===== src/rtl/io_bus_ctrl.sv =====
// io_bus_ctrl: single-master bus controller. It routes one CPU access at a
// time to fast on-chip targets (fixed latency), to DRAM (acknowledged) or to
// the error path (unmapped address). It returns read data with a
// one-cycle cpu_ready pulse and keeps a saturating bus error counter.
//
// Parameters
//   TIMEOUT   : maximum number of SLOW cycles spent waiting for slv_ack
//   FAST_LAT  : fixed strobe-to-capture latency for fast targets (1..15)
// Ports
//   clk_i / rst_i              : clock, asynchronous active-high reset
//   cpu_req_i, cpu_we_i        : CPU request and direction
//   cpu_addr_i, cpu_wdata_i    : CPU address and write data
//   dec_fast_i, dec_dram_i,
//   dec_others_i               : address decoder results
//   slv_stb_o, slv_we_o,
//   slv_addr_o, slv_wdata_o    : registered slave request
//   slv_rdata_i, slv_ack_i     : slave read data and DRAM acknowledge
//   cpu_rdata_o                : registered read data to the CPU
//   cpu_ready_o, bus_err_o     : completion and error pulses
//   err_count_o                : saturating bus error count
module io_bus_ctrl #(
    parameter int TIMEOUT  = 16,
    parameter int FAST_LAT = 1
) (
    input  logic        clk_i,
    input  logic        rst_i,
    input  logic        cpu_req_i,
    input  logic        cpu_we_i,
    input  logic [31:0] cpu_addr_i,
    input  logic [31:0] cpu_wdata_i,
    input  logic        dec_fast_i,
    input  logic        dec_dram_i,
    input  logic        dec_others_i,
    output logic        slv_stb_o,
    output logic        slv_we_o,
    output logic [31:0] slv_addr_o,
    output logic [31:0] slv_wdata_o,
    input  logic [31:0] slv_rdata_i,
    input  logic        slv_ack_i,
    output logic [31:0] cpu_rdata_o,
    output logic        cpu_ready_o,
    output logic        bus_err_o,
    output logic [7:0]  err_count_o
);

    localparam int CNT_MAX = (TIMEOUT > FAST_LAT) ? TIMEOUT : FAST_LAT;
    localparam int CNT_W   = $clog2(CNT_MAX + 1);

    typedef enum logic [2:0] {
        S_IDLE = 3'd0,
        S_FAST = 3'd1,
        S_SLOW = 3'd2,
        S_RESP = 3'd3,
        S_ERR  = 3'd4
    } state_t;

    state_t             state_q, state_d;
    logic [CNT_W-1:0]   cnt_q, cnt_d;
    logic               latch_s;
    logic               capture_s;
    logic               slv_stb_q, slv_stb_d;
    logic               slv_we_q, slv_we_d;
    logic [31:0]        slv_addr_q, slv_addr_d;
    logic [31:0]        slv_wdata_q, slv_wdata_d;
    logic [31:0]        cpu_rdata_q, cpu_rdata_d;
    logic               cpu_ready_q, cpu_ready_d;
    logic               bus_err_q, bus_err_d;
    logic [7:0]         err_count_q, err_count_d;

    // Next-state logic and wait counter control.
    always_comb begin
        state_d   = state_q;
        cnt_d     = cnt_q;
        latch_s   = 1'b0;
        capture_s = 1'b0;
        case (state_q)
            S_IDLE: begin
                cnt_d = '0;
                if (cpu_req_i) begin
                    latch_s = 1'b1;
                    // No decode bit set is treated as unmapped.
                    if (dec_others_i || !(dec_dram_i || dec_fast_i)) begin
                        state_d = S_ERR;
                    end else if (dec_dram_i) begin
                        state_d = S_SLOW;
                        cnt_d   = CNT_W'(1);
                    end else begin
                        state_d = S_FAST;
                        cnt_d   = CNT_W'(1);
                    end
                end else begin
                    state_d = S_IDLE;
                end
            end
            S_FAST: begin
                // cnt_q holds the 1-based index of the current FAST cycle.
                if (cnt_q >= CNT_W'(FAST_LAT)) begin
                    state_d   = S_RESP;
                    cnt_d     = '0;
                    capture_s = 1'b1;
                end else begin
                    cnt_d = cnt_q + CNT_W'(1);
                end
            end
            S_SLOW: begin
                // An ack on the final allowed cycle still completes normally.
                if (slv_ack_i) begin
                    state_d   = S_RESP;
                    cnt_d     = '0;
                    capture_s = 1'b1;
                end else if (cnt_q >= CNT_W'(TIMEOUT)) begin
                    state_d = S_ERR;
                    cnt_d   = '0;
                end else begin
                    cnt_d = cnt_q + CNT_W'(1);
                end
            end
            S_RESP: begin
                state_d = S_IDLE;
            end
            S_ERR: begin
                state_d = S_IDLE;
            end
            default: begin
                state_d = S_IDLE;
                cnt_d   = '0;
            end
        endcase
    end

    // Datapath next values; outputs are pre-decoded from the next state so
    // they can be driven straight from flops.
    always_comb begin
        slv_we_d    = slv_we_q;
        slv_addr_d  = slv_addr_q;
        slv_wdata_d = slv_wdata_q;
        cpu_rdata_d = cpu_rdata_q;
        err_count_d = err_count_q;
        if (latch_s) begin
            slv_we_d    = cpu_we_i;
            slv_addr_d  = cpu_addr_i;
            slv_wdata_d = cpu_wdata_i;
        end else begin
            slv_we_d    = slv_we_q;
        end
        if (capture_s) begin
            cpu_rdata_d = slv_we_q ? 32'h0000_0000 : slv_rdata_i;
        end else if (state_d == S_ERR) begin
            cpu_rdata_d = 32'h0000_0000;
        end else begin
            cpu_rdata_d = cpu_rdata_q;
        end
        // ERR lasts exactly one cycle, so state_d == S_ERR marks its entry.
        if ((state_d == S_ERR) && (err_count_q != 8'hFF)) begin
            err_count_d = err_count_q + 8'd1;
        end else begin
            err_count_d = err_count_q;
        end
        slv_stb_d   = (state_d == S_FAST) || (state_d == S_SLOW);
        cpu_ready_d = (state_d == S_RESP) || (state_d == S_ERR);
        bus_err_d   = (state_d == S_ERR);
    end

    // State, counter and registered outputs.
    always_ff @(posedge clk_i or posedge rst_i) begin
        if (rst_i) begin
            state_q     <= S_IDLE;
            cnt_q       <= '0;
            slv_stb_q   <= 1'b0;
            slv_we_q    <= 1'b0;
            slv_addr_q  <= 32'h0000_0000;
            slv_wdata_q <= 32'h0000_0000;
            cpu_rdata_q <= 32'h0000_0000;
            cpu_ready_q <= 1'b0;
            bus_err_q   <= 1'b0;
            err_count_q <= 8'h00;
        end else begin
            state_q     <= state_d;
            cnt_q       <= cnt_d;
            slv_stb_q   <= slv_stb_d;
            slv_we_q    <= slv_we_d;
            slv_addr_q  <= slv_addr_d;
            slv_wdata_q <= slv_wdata_d;
            cpu_rdata_q <= cpu_rdata_d;
            cpu_ready_q <= cpu_ready_d;
            bus_err_q   <= bus_err_d;
            err_count_q <= err_count_d;
        end
    end

    assign slv_stb_o   = slv_stb_q;
    assign slv_we_o    = slv_we_q;
    assign slv_addr_o  = slv_addr_q;
    assign slv_wdata_o = slv_wdata_q;
    assign cpu_rdata_o = cpu_rdata_q;
    assign cpu_ready_o = cpu_ready_q;
    assign bus_err_o   = bus_err_q;
    assign err_count_o = err_count_q;

endmodule


===== config.mk =====
export PLATFORM = sky130hd
export DESIGN_NAME = io_bus_ctrl
export DESIGN_NICKNAME = d
export VERILOG_FILES = /design/src/rtl/io_bus_ctrl.sv
export SDC_FILE = /design/constraint.sdc
export NUM_CORES = 1
export LEC_CHECK = 0
export ABC_AREA = 1
export CORE_MARGIN = 3
export CORE_UTILIZATION = 40
export CTS_CLUSTER_DIAMETER = 50
export CTS_CLUSTER_SIZE = 20
export DETAILED_ROUTE_END_ITERATION = 8
export PLACE_DENSITY = 0.75
export SYNTH_ARGS = -nofsm -noshare
export SYNTH_HDL_FRONTEND = slang
export SYNTH_SLANG_ARGS = --single-unit

===== constraint.sdc =====
create_clock -name clk_i -period 6.8 [get_ports clk_i]
set_input_delay 0.68 -clock clk_i [delete_from_list [all_inputs] [get_ports clk_i]]
set_output_delay 0.68 -clock clk_i [all_outputs]
set_load 0.03 [all_outputs]

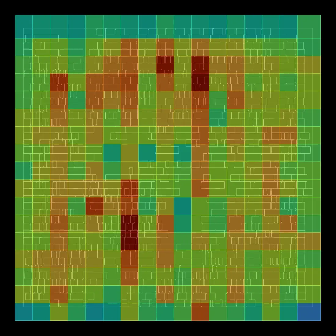
(images/final_congestion.png)
routed length per placed instance: 15.08 um
overall routing resource usage: 20.57%
met1 track demand over resource: 26.40%
most utilized layer in the global route result: met2
Global Route met2 Usage: 32.73%

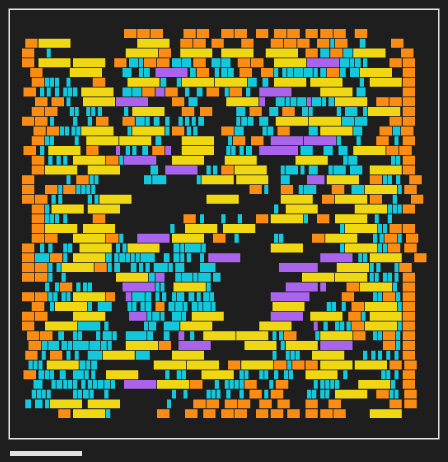
(images/cell_classes.png)
The bar under the picture is 20 um long.
legend:
  yellow:
    class: flip-flops
    cells: 116
    share_of_their_area: 38%
  orange:
    class: other buffers and delay cells
    cells: 213
    share_of_their_area: 28%
  cyan:
    class: all other logic
    cells: 430
    share_of_their_area: 27%
  purple:
    class: clock drivers and dummy loads
    cells: 32
    share_of_their_area: 7.8%

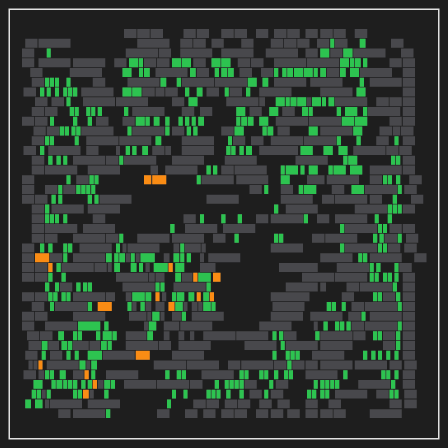
(images/gate_families.png)
legend:
  orange:
    family: NOR gates
    cells: 17
  green:
    family: NAND gates
    cells: 372
    where: spread over the die

==> run summary <==
The full implementation flow was run.

By instance count after routing, the leading logic cell type is nand2_1. For the worst reg-to-reg path, the startpoint reported by OpenROAD is state_q[1]. Summed over all layers, the routed wires come to 14,480 um. According to the floorplan report, the total die area is 0.01427 mm^2. The post-synthesis register bit count stands at 116. In the final design database the tool counted 886 nets. The largest share of the power goes to combinational logic. The final timing report lists a hold violation count of 0. The layout filler cell count stands at 1,050. The combined area of the multi-input logic cells stands at 0.001952 mm^2. According to the cell report, flip-flops and latches in the layout number 116. The most critical setup path has its endpoint at slv_we_o.

Sequential cells were found to cover 56.38% of the synthesized design area. The power per cell area stands at 477.8 mW/mm^2. The clock buffers instantiated in the layout total 22. The total clock network power stands at 0.000893 W. Multi-input logic gates represent a cell area share of 24.77%.

Counting plain and timing-repair buffers in the layout gives 213. By instance count, the leading cell after synthesis is nand2_1. The highest achievable clock rate stands at 359.9 MHz. For reference, full adder, half adder and majority cells occupy 0.9721% of the area reported after synthesis. Per the GRT congestion report, total overflow comes to 0. The net switching fraction of the power stands at 40.92%. Setup slack on the worst reg-to-reg path comes out at 4.50 ns. The detailed route wirelength on metal2 stands at 6899 um. The wire length on met1 stands at 6240 um.

Measured along the x axis, the die boundary spans 119.5 um. Row generation in the floorplan step produced 40 rows. The biggest area contributor in the post-synthesis netlist is dfrtp_1.

Registers represent a cell area share of 36.84%. Cell internal power was estimated by the tool at 0.002224 W. The initial standard-cell utilization of the core stands at 41.82%. The cell area that synthesis handed to floorplanning was 0.005149 mm^2. After synthesis, the design contains 573 cells according to Yosys. The arrival time of data at the worst endpoint is listed as 2.10 ns. The most common logic cells in the final layout are nand2_1 (273), clkdlybuf4s50_1 (211), dfrtp_1 (116), nand3_1 (43), nand3b_1 (35).

Looking at the clock tree report, the H-tree level count equals 4. The initial DRC count stands at 358. The placed cell count stands at 927. The critical path data required time stands at 6.12 ns. The maximum clock path buffer count stands at 2. In this run the remaining antenna-violating nets after routing total 0.

The switching power stands at 0.001540 W. In this run the worst setup path begins at slv_we_o. The worst hold path terminates at slv_addr_o[28]. The power of the sequential group stands at 0.00115 W. The via count of the first global-routing pass stands at 4,620.

For reference, the final report shows the max-slew violation count at 0. Post-synth the commonest register cell is dfrtp_1. The worst stage delay on the critical path stands at 0.87 ns.

Setup repair after global routing left no endpoint under its margin. The flow ran to the end, and the final reports show no timing, DRC or antenna violations. The fraction of final layout cells with drive strength greater than 1 stands at 7.332%. Adding up every negative setup slack in the final design gives 0 ns. The simple-gate share of the synthesized area stands at 34.92%. The leakage power stands at 3.829 nW.

The area fraction in mux cells stands at 0%. The yosys-reported design area after synthesis stands at 0.005149 mm^2. The sink count of the clock tree stands at 116.

The number of gates resized after CTS was 0. The residual DRC count stands at 0. TritonCTS built the clock tree. The clock latency at the later pin of the worst-skew pair stands at 0.41 ns. The number of logic stages on the critical path including buffering stands at 1. At the end of the flow the core is filled with cells to 64.00%. Hold timing on the final database bottoms out at a slack of 0.4661 ns.

The worst clock skew on the final layout stands at 0.007367 ns. The buffer and inverter count on the worst path stands at 1. The transition at the pin with the smallest max-transition slack stands at 0.8742 ns. The worst setup path is captured at an output pin. The number of antenna violations at the first check in global routing is 2. Summing over the stages, the warning tally comes to 29. TritonCTS created 17 clock buffers. Per the final report, the share of cell area in non-clock buffers is 26.99%. In the hold timing report, the worst path depth is 2. For this block, the via count after detailed routing is 4,595. The relative contribution of the clock network to total power stands at 23.7%. The total area of sequential cells stands at 0.002903 mm^2. The setup fix buffers added after clock tree synthesis stands at 0. Per STA, the worst path accumulates the most delay in the family flip-flops. In the setup report, the worst path falls into the class reg -> out. For the worst min-delay path, the startpoint reported by OpenROAD is slv_addr_o[28]. The sequential cell fraction of total power stands at 30.6%. The registers of the reported paths see a clock transition of 0.05 ns. The share of async-settable or async-resettable flops after synthesis stands at 100.0%. In this run the mean area of a mapped cell was 8.985 um^2. met3 track demand over resource after global routing is 7.075%. In this run the maximum-capacitance check reported violations numbering 0. The script logs the ratio of routed vias to standard cells as 4.786. The combinational cell fraction of total power stands at 45.6%. The synthesized design contains 0 enable-type register cells. STA classifies the critical path startpoint as a register.

The capture point of the worst register-to-register path is recorded as cpu_rdata_o[25]. After technology mapping, the gate count stands at 573. The number of primary I/O pins stands at 212. The vertical die dimension stands at 119.5 um. The worst setup slack before clock tree synthesis stands at 3.878 ns. The worst path uses 40.86% of the clock period.

Setup violations remaining at the end of the flow were counted as 0. Entering global routing, the biggest net connects 69 pins. Along the worst path, the maximum fanout reaches 34. Subtracting the final worst setup slack from the clock period gives 2.778 ns.

The tree is rooted in a clkbuf_16. The most critical min-delay path falls under reg -> reg. The number of antenna diodes in the final layout is 1. The synthesis-to-layout area growth stands at 53.05%. In this run the cell area measured after placement is 0.007283 mm^2. The tally of non-filler cells in the final layout stands at 960. During synthesis, Yosys emitted a total of 0 warnings.

The worst-case vdd ir drop stands at 0.2547 mV. Per the gpl log, the routability congestion estimate is 0.8052. Among the non-sequential cells, simple AND/OR/NAND/NOR gates take the most area. The floorplan net count stands at 681.

The flow inserted 168 tap cells.
Power is estimated from default activity; no workload was simulated.
